## src/rtl/pwm_pkg.sv

```systemverilog
// rtl/pwm_pkg.sv - shared PWM constants, FSM states and scancode matcher
package pwm_pkg;

  localparam int PWM_PERIOD = 801;
  localparam int NOM_F = 41;
  localparam int NOM_Q = 51;
  localparam int NOM_H = 61;
  localparam int NOM_X = 81;

  localparam logic [7:0] SC_F = 8'h2B;
  localparam logic [7:0] SC_Q = 8'h15;
  localparam logic [7:0] SC_H = 8'h33;
  localparam logic [7:0] SC_X = 8'h22;
  localparam logic [7:0] SC_NONE = 8'h00;

  typedef enum logic [1:0] {
    IDLE = 2'd0,
    HIGH = 2'd1,
    LOW  = 2'd2
  } state_t;

  function automatic logic in_window(input int h, input int nom, input int tol);
    return (h >= nom - tol) && (h <= nom + tol);
  endfunction

  // Windows are disjoint for tol < 5, so the check order does not matter.
  function automatic logic [7:0] match_code(input logic [9:0] h, input int tol);
    int hv;
    hv = int'({22'd0, h});
    if (in_window(hv, NOM_F, tol)) return SC_F;
    if (in_window(hv, NOM_Q, tol)) return SC_Q;
    if (in_window(hv, NOM_H, tol)) return SC_H;
    if (in_window(hv, NOM_X, tol)) return SC_X;
    return SC_NONE;
  endfunction

endpackage

```

## src/rtl/pwm_tick_gen.sv

```systemverilog
// rtl/pwm_tick_gen.sv - free-running prescaler emitting one tick every PRESCALE cycles
module pwm_tick_gen #(
  parameter int PRESCALE = 625
) (
  input  logic clkdiv4,
  input  logic reset,
  output logic tick
);

  localparam int W = (PRESCALE > 1) ? $clog2(PRESCALE) : 1;

  logic [W-1:0] cnt;

  assign tick = (cnt == W'(PRESCALE - 1));

  always_ff @(posedge clkdiv4 or posedge reset) begin
    if (reset) begin
      cnt <= '0;
    end else if (tick) begin
      cnt <= '0;
    end else begin
      cnt <= cnt + W'(1);
    end
  end

endmodule

```

## src/rtl/pwm_decode.sv

```systemverilog
// rtl/pwm_decode.sv - measures PWM high time and period, recovers the PS/2 scancode
module pwm_decode
  import pwm_pkg::*;
#(
  parameter int PRESCALE = 625,
  parameter int TOL      = 2,
  parameter int TIMEOUT  = 1023
) (
  input  logic       clkdiv4,
  input  logic       reset,
  input  logic       pwm_in,
  output logic [9:0] high_cnt,
  output logic [9:0] period_cnt,
  output logic [7:0] scancode,
  output logic       valid,
  output logic       timeout
);

  localparam logic [9:0] LIMIT = 10'(TIMEOUT);

  state_t     state, next_state;
  logic       sync1, s, s_d;
  logic       rise, fall, tick;
  logic [9:0] hcnt, pcnt;
  logic       clr, latch, lose;

  pwm_tick_gen #(.PRESCALE(PRESCALE)) u_tick (
    .clkdiv4 (clkdiv4),
    .reset   (reset),
    .tick    (tick)
  );

  always_ff @(posedge clkdiv4 or posedge reset) begin
    if (reset) begin
      sync1 <= 1'b0;
      s     <= 1'b0;
      s_d   <= 1'b0;
    end else begin
      sync1 <= pwm_in;
      s     <= sync1;
      s_d   <= s;
    end
  end

  assign rise = s & ~s_d;
  assign fall = ~s & s_d;

  always_ff @(posedge clkdiv4 or posedge reset) begin
    if (reset) state <= IDLE;
    else       state <= next_state;
  end

  // Edges take priority over the loss check so a period ending right at the limit is still reported.
  always_comb begin
    next_state = state;
    clr        = 1'b0;
    latch      = 1'b0;
    lose       = 1'b0;
    case (state)
      IDLE: begin
        if (rise) begin
          clr        = 1'b1;
          next_state = HIGH;
        end
      end
      HIGH: begin
        if (fall) begin
          next_state = LOW;
        end else if (pcnt == LIMIT) begin
          lose       = 1'b1;
          next_state = IDLE;
        end
      end
      LOW: begin
        if (rise) begin
          latch      = 1'b1;
          clr        = 1'b1;
          next_state = HIGH;
        end else if (pcnt == LIMIT) begin
          lose       = 1'b1;
          next_state = IDLE;
        end
      end
      default: next_state = IDLE;
    endcase
  end

  // hcnt still takes the tick of the falling-edge cycle; it freezes once in LOW.
  always_ff @(posedge clkdiv4 or posedge reset) begin
    if (reset) begin
      hcnt <= '0;
      pcnt <= '0;
    end else if (clr) begin
      hcnt <= '0;
      pcnt <= '0;
    end else if (tick) begin
      if (state == HIGH && hcnt != LIMIT) hcnt <= hcnt + 10'd1;
      if (state != IDLE && pcnt != LIMIT) pcnt <= pcnt + 10'd1;
    end
  end

  always_ff @(posedge clkdiv4 or posedge reset) begin
    if (reset) begin
      high_cnt   <= '0;
      period_cnt <= '0;
      scancode   <= SC_NONE;
      valid      <= 1'b0;
      timeout    <= 1'b1;
    end else begin
      valid <= latch;
      if (latch) begin
        high_cnt   <= hcnt;
        period_cnt <= pcnt;
        scancode   <= match_code(hcnt, TOL);
        timeout    <= 1'b0;
      end else if (lose) begin
        high_cnt   <= '0;
        period_cnt <= '0;
        scancode   <= SC_NONE;
        timeout    <= 1'b1;
      end
    end
  end

endmodule

```

## config.mk

```make
export PLATFORM = sky130hd
export DESIGN_NAME = pwm_decode
export DESIGN_NICKNAME = d
export VERILOG_FILES = /design/src/rtl/pwm_pkg.sv /design/src/rtl/pwm_tick_gen.sv /design/src/rtl/pwm_decode.sv
export SDC_FILE = /design/constraint.sdc
export NUM_CORES = 1
export LEC_CHECK = 0
export CAP_MARGIN = 20
export CORE_AREA = 2 2 75 77
export DETAILED_ROUTE_END_ITERATION = 8
export DIE_AREA = 0 0 77 79
export HOLD_SLACK_MARGIN = 0.08
export PLACE_DENSITY = 0.91
export SYNTH_ARGS = -nofsm -noshare
export SYNTH_HDL_FRONTEND = slang
export SYNTH_SLANG_ARGS = --single-unit
```

## constraint.sdc

```tcl
create_clock -name clkdiv4 -period 4 [get_ports clkdiv4]
set_clock_uncertainty 0.15 [all_clocks]
set_input_delay 0.8 -clock clkdiv4 [delete_from_list [all_inputs] [get_ports clkdiv4]]
set_output_delay 0.8 -clock clkdiv4 [all_outputs]
set_load 0.02 [all_outputs]
```

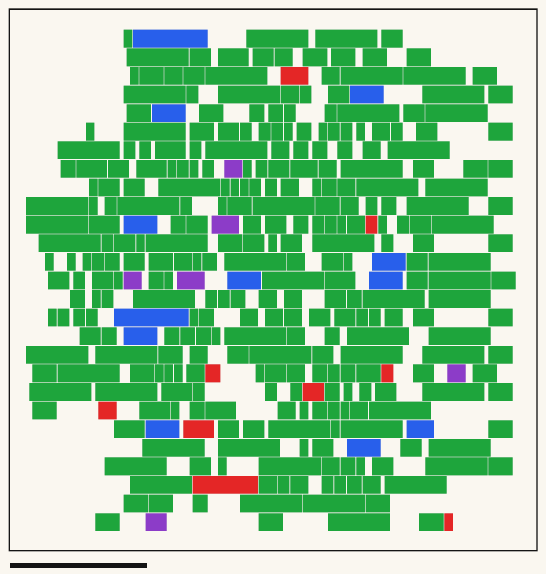
**Above:** run 1 (cells by drive strength).
Scale bar: 20 um.
- x3 and x4: purple (cells 6; share 1.8%)
- x2: red (cells 9; share 2.7%; most used clkinv_2)
- x6 and larger: blue (cells 12; share 3.7%; most used clkbuf_8)
- x1 and smaller: green (cells 301; share 92%; most used dfrtp_1)

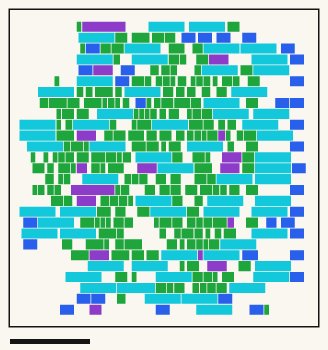
**Above:** run 1 (placement by cell class).
Scale bar: 20 um.
- remaining buffers and delay cells: blue (cells 33)
- clock drivers and dummy loads: purple (cells 16)
- remaining logic cells: green (cells 217)
- registers: cyan (cells 62)

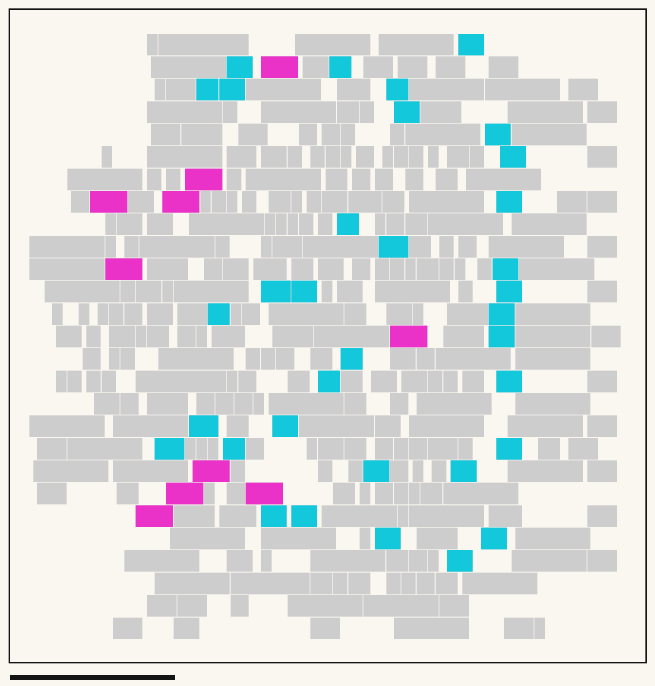
**Above:** run 1 (gate families picked out).
Scale bar: 20 um.
- fa/ha/maj cells: magenta (cells 10)
- non-inverting ao/oa cells: cyan (cells 34)
dominant logic cell type in the layout: dfrtp_1
fraction of area in multi-input gates: 38.78%
Finished Layout Cells: 400

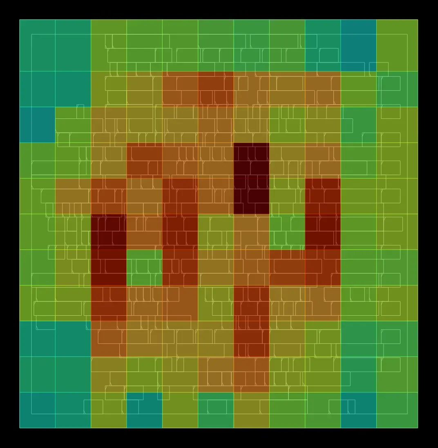
**Above:** run 1 (routing congestion map).
M2 GR Usage: 38.95%
GRT met1 Usage: 33.61%
layer with the highest usage: met2

run 1: worst min-delay path by stage:
| stage | startpoint | to | slack [ps] | cells after the start |
|---|---|---|---|---|
| after floorplan | sync1 | s | 180 | 0 |
| after global placement | sync1 | s | 180 | 0 |
| after detailed placement | sync1 | s | 190 | 0 |
| after CTS | sync1 | s | 210 | 0 |
| after global routing | sync1 | s | 220 | 0 |
| final | sync1 | s | 200 | 0 |
run 1: state kept, by name, indices dropped and copies added, names as in the netlist:
name,cells
hcnt,10
high_cnt,10
pcnt,10
period_cnt,10
s,1
s_d,1
scancode,5
state,2
sync1,1
timeout,1
u_tick.cnt,10
valid,1
run 1: layout by cell type (no fill, tap or decap), types with 3 or more instances in the layout:
master and instances:
nor3_1 7, xor2_1 3, clkdlybuf4s50_1 30, nand4_1 5, a21oi_1 18, inv_1 11
nor2b_1 3, and4_1 3, clkbuf_8 9, o31ai_1 10, ha_1 10, nor2_1 12
nand2_1 17, a22o_1 20, and3_1 3, nand4b_1 3, or3_1 7, a21o_1 4
o21ai_0 10, and2_1 5, or4_1 9, a31oi_1 4, nand2b_1 3, o21a_1 4
nand3_1 10, dfrtp_1 61, xnor2_1 5
run 1: cell families after synthesis:
family	Yosys count	share of synthesized area (%)
mux	3	1.013
fa+ha+maj	10	4.054
xor+xnor	8	2.270
compound gates	85	19.66
simple gates	97	18.28
other cells	1	0.1215
buf+inv	32	4.296
flops	62	50.30
run 1: layout make-up:
cell class / instances / area, um2 / share of cell area, %
Clock buffer: 10 / 127.6 / 3.506
Timing Repair Buffer: 33 / 326.6 / 8.972
Tap cell: 72 / 90.09 / 2.475
Inverter: 12 / 45.04 / 1.238
Multi-Input combinational cell: 205 / 1411 / 38.78
Sequential cell: 62 / 1553 / 42.66
Clock inverter: 6 / 86.33 / 2.372
==> results.tsv, run 1 <==
metric	value	unit
status	finished, final reports clean	
reg2reg setup slack	1350	ps
Rows	27	
wire length per cell	17.14	um
Area leader share	49.45	%
Layout Nets	336	
Crit Path Max Fanout	7	
Post-synth seq share	50.30	%
layout cells sized above 1	8.232	%
Yosys cell types	54	
met3 WL	327	um
P_sw	398.7	uW
1st-iter DRT viols	286	
Setup Fix Bufs, Post-CTS	0	
Avg Vias per Cell	6.315	
Met1 Wirelength	3.118	mm
CTS tree	built	
worst slack, placed	1277	ps
CP endpoint kind	flip-flop	
ys flop type	dfrtp_1	
met3 GRT Util	4.773	%
RSZ-0062 raised after global routing	false	
DRT Wirelength	6.857	mm
final instance area	0.003640	mm2
most numerous cell in the Yosys netlist	dfrtp_1	
largest net degree at the start of global routing	43	
final setup margin	1346	ps
first-pass GRT wire length	11.81	mm
sequential logic power	650	uW
Final Hold Viols	0	
crit path max-delay cell type	or4_1	
WHS	203.5	ps
remaining global-route overflow	0	
area grow syn2layout	17.92	%
GPL Wtd Cong	0.8561	
Post-Syn Area per Cell	10.36	um2
Final Max Tran Viols	0	
Port Buffers	30	
tool warnings	32	
Synth area leader	dfrtp_1	
initial antenna violation count	0	
Top Metal Used	met4	
routed vias	2526	
DP HPWL	4.492	mm
clock share of power	41.0	%
Critical Path Source	state[1]	
number of global-route vias before repair	2432	
R2R Path Start	state[1]	
Flop pwr share	44.6	%
setup violators final	0	
fmax	0.3767	GHz
Pwr top	registers	
Comb power frac	14.4	%
## Run 2: what changed since run 1
Settings changed: CORE_AREA 2 2 75 77 to 2 2 81 83, DIE_AREA 0 0 77 79 to 0 0 83 85, PLACE_DENSITY 0.91 to 0.84.
Clock period 4 ns to 2.4 ns, I/O delays scaled along.
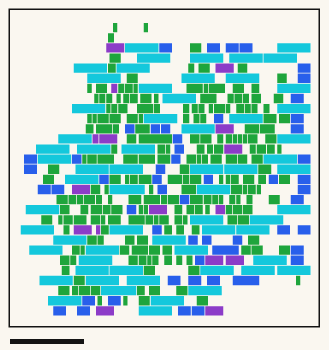
**Above:** run 2 (placement by cell class).
Scale bar: 20 um.
- remaining logic cells: green (cells 217)
- clock drivers and dummy loads: purple (cells 16)
- registers: cyan (cells 62)
- remaining buffers and delay cells: blue (cells 53)
Seq/total area: 40.60%
final instance area: 0.003827 mm2
Core ar.: 0.006205 mm2
Final Util: 61.69%

==> run 2 against run 1 <==
Clock-buffer cell count up 3; flip-flop count unchanged; first-iteration DRC count decreased by 42%; fmax increased by 12%; design area rose by 5.2%; die area up 16%; register-to-register slack got worse by 1300 ps; total power up 66%; hold slack lost 4.1 ps; via count up 3.1%; core utilization decreased by 6.5 points.
==> results.tsv, run 2 <==
metric	value	unit	change
dominant logic cell types in the final layout	60 x dfrtp_1, 30 x clkdlybuf4s50_1, 21 x buf_4		
Top Metal Used	met4		
Area after DPL	0.003568	mm2	
CP endpoint kind	flip-flop		
Crit Path Max Fanout	5		-2
status	finished, final reports clean		
layout cells sized above 1	16.09	%	+7.9 points
DP HPWL	4.914	mm	+9.4%
fmax	0.4204	GHz	+12%
Worst Path Required	2540	ps	
GPL Wtd Cong	0.8496		-0.76%
ys flop type	dfrtp_1		
Routed Antenna Nets	0		
setup violators final	0		unchanged
Met1 Wirelength	3.099	mm	-0.61%
routed vias	2604		+3.1%
Comb power frac	19.1	%	+4.7 points
remaining global-route overflow	0		unchanged
initial antenna violation count	0		unchanged
H-tree depth	3		
Flop pwr share	45.0	%	+0.4 points
register area	0.001554	mm2	about the same
logic area	0.001448	mm2	+2.6%
wire length per cell	17.44	um	+1.7%
Post-CTS Hold Buffers	0		
Finished Layout Cells	425		+6.3%
clock share of power	35.9	%	-5.1 points
met3 GRT Util	3.988	%	-0.78 points
crit start category	flip-flop		
Port Buffers	30		unchanged
Final Hold Viols	0		unchanged
final setup margin	21.24	ps	-1324 ps
Avg Vias per Cell	6.127		-3.0%
WHS	199.4	ps	-4.082 ps
dpl cells	404		
first-pass GRT wire length	12.02	mm	+1.8%
DRT Wirelength	7.412	mm	+8.1%
crit path max-delay cell type	or4_4		
tool warnings	33		+3.1%
Rows	29		+7.4%
slew margin rel.	65.97	%	
largest net degree at the start of global routing	25		-42%
hold crit path type	flip-flop to flip-flop		
most numerous cell in the Yosys netlist	dfrtp_1		
Synth area leader	dfrtp_1		
Post-synth seq share	50.30	%	unchanged
RSZ-0062 raised after global routing	true		
met3 WL	417	um	+28%
asr flop ratio synth	100.0	%	
Layout Nets	356		+6.0%
M2 GR Usage	35.41	%	-3.5 points
Final period util	99.11	%	
worst slack, placed	24.75	ps	-1252 ps
Area leader share	49.45	%	unchanged
1st-iter DRT viols	166		-42%
Yosys cell types	54		unchanged
layer with the highest usage	met2		
GRT met1 Usage	27.00	%	-6.6 points
P_sw	708.3	uW	+78%
hold path depth	0		unchanged
fp_density	49.75	%	
Final Max Tran Viols	0		unchanged
number of global-route vias before repair	2450		+0.74%
Post-Syn Area per Cell	10.36	um2	unchanged
dominant logic cell type in the layout	dfrtp_1		
area grow syn2layout	24.00	%	
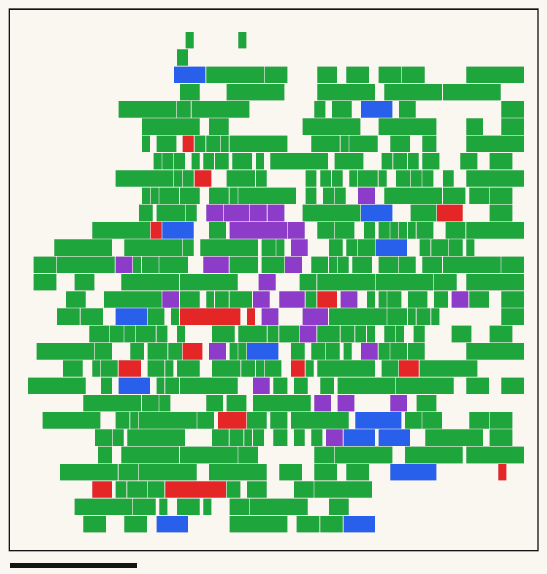
**Above:** run 2 (cells by drive strength).
Scale bar: 20 um.
- x3 and x4: purple (cells 27; share 7.8%; most used buf_4)
- x1 and smaller: green (cells 292; share 84%; most used dfrtp_1)
- x6 and larger: blue (cells 14; share 4.0%; most used clkbuf_8)
- x2: red (cells 15; share 4.3%; most used a21oi_2)

## run 2: cell types whose count changed in the layout (fill, tap and decap cells not counted), sizes merged
cell | before | now
buf | 2 | 23
bufinv | 2 | 0
clkbuf | 11 | 13
clkinv | 3 | 2
## run 2: logic make-up after synthesis
| kind of cell | synth area share (%) |
|---|---|
| simple gates | 18.28 |
| compound gates | 19.66 |
| flops | 50.30 |
| buf+inv | 4.296 |
| fa+ha+maj | 4.054 |
| xor+xnor | 2.270 |
| mux | 1.013 |
| other cells | 0.1215 |
## run 2: cell type report
| cell class | count | area share (%) |
|---|---|---|
| clock inverter | 3 | 0.4577 |
| timing repair buffer | 53 | 13.01 |
| multi-input combinational | 205 | 37.82 |
| clock buffer | 13 | 4.413 |
| sequential | 62 | 40.60 |
| inverter | 12 | 1.177 |
| tap | 77 | 2.517 |
## run 2: worst paths after layout
check	start	end	slack, ps
worst min register to register	sync1	s	200
worst max register to register	state[1]	hcnt[5]	20
min in group asynchronous	reset	high_cnt[6]	300
max in group asynchronous	reset	timeout	1260
worst max-delay path	state[1]	hcnt[5]	20
worst min-delay path	sync1	s	200
## run 2: worst max-delay path, delay by kind of cell, from the launching register on
kind | cells | cell delay (ps)
compound gates | 1 | 120
simple gates | 3 | 1460
buf+inv | 1 | 80
flops | 1 | 390
fa+ha+maj | 1 | 120
## run 2: power by group through the flow
stage / clock (mW) / combinational [mW] / sequential, mW
floorplan: 0 / 0.258 / 1.10
global placement: 0 / 0.385 / 1.10
detailed placement: 0 / 0.408 / 1.10
CTS: 0.874 / 0.412 / 1.08
global route: 0.916 / 0.501 / 1.09
finish: 0.869 / 0.462 / 1.09
## run 2: timing repair
action	CTS	global route
resized	0	9
endpoints found under the setup margin	0	9
setup buffers	0	5
Power is estimated from default activity; no workload was simulated.
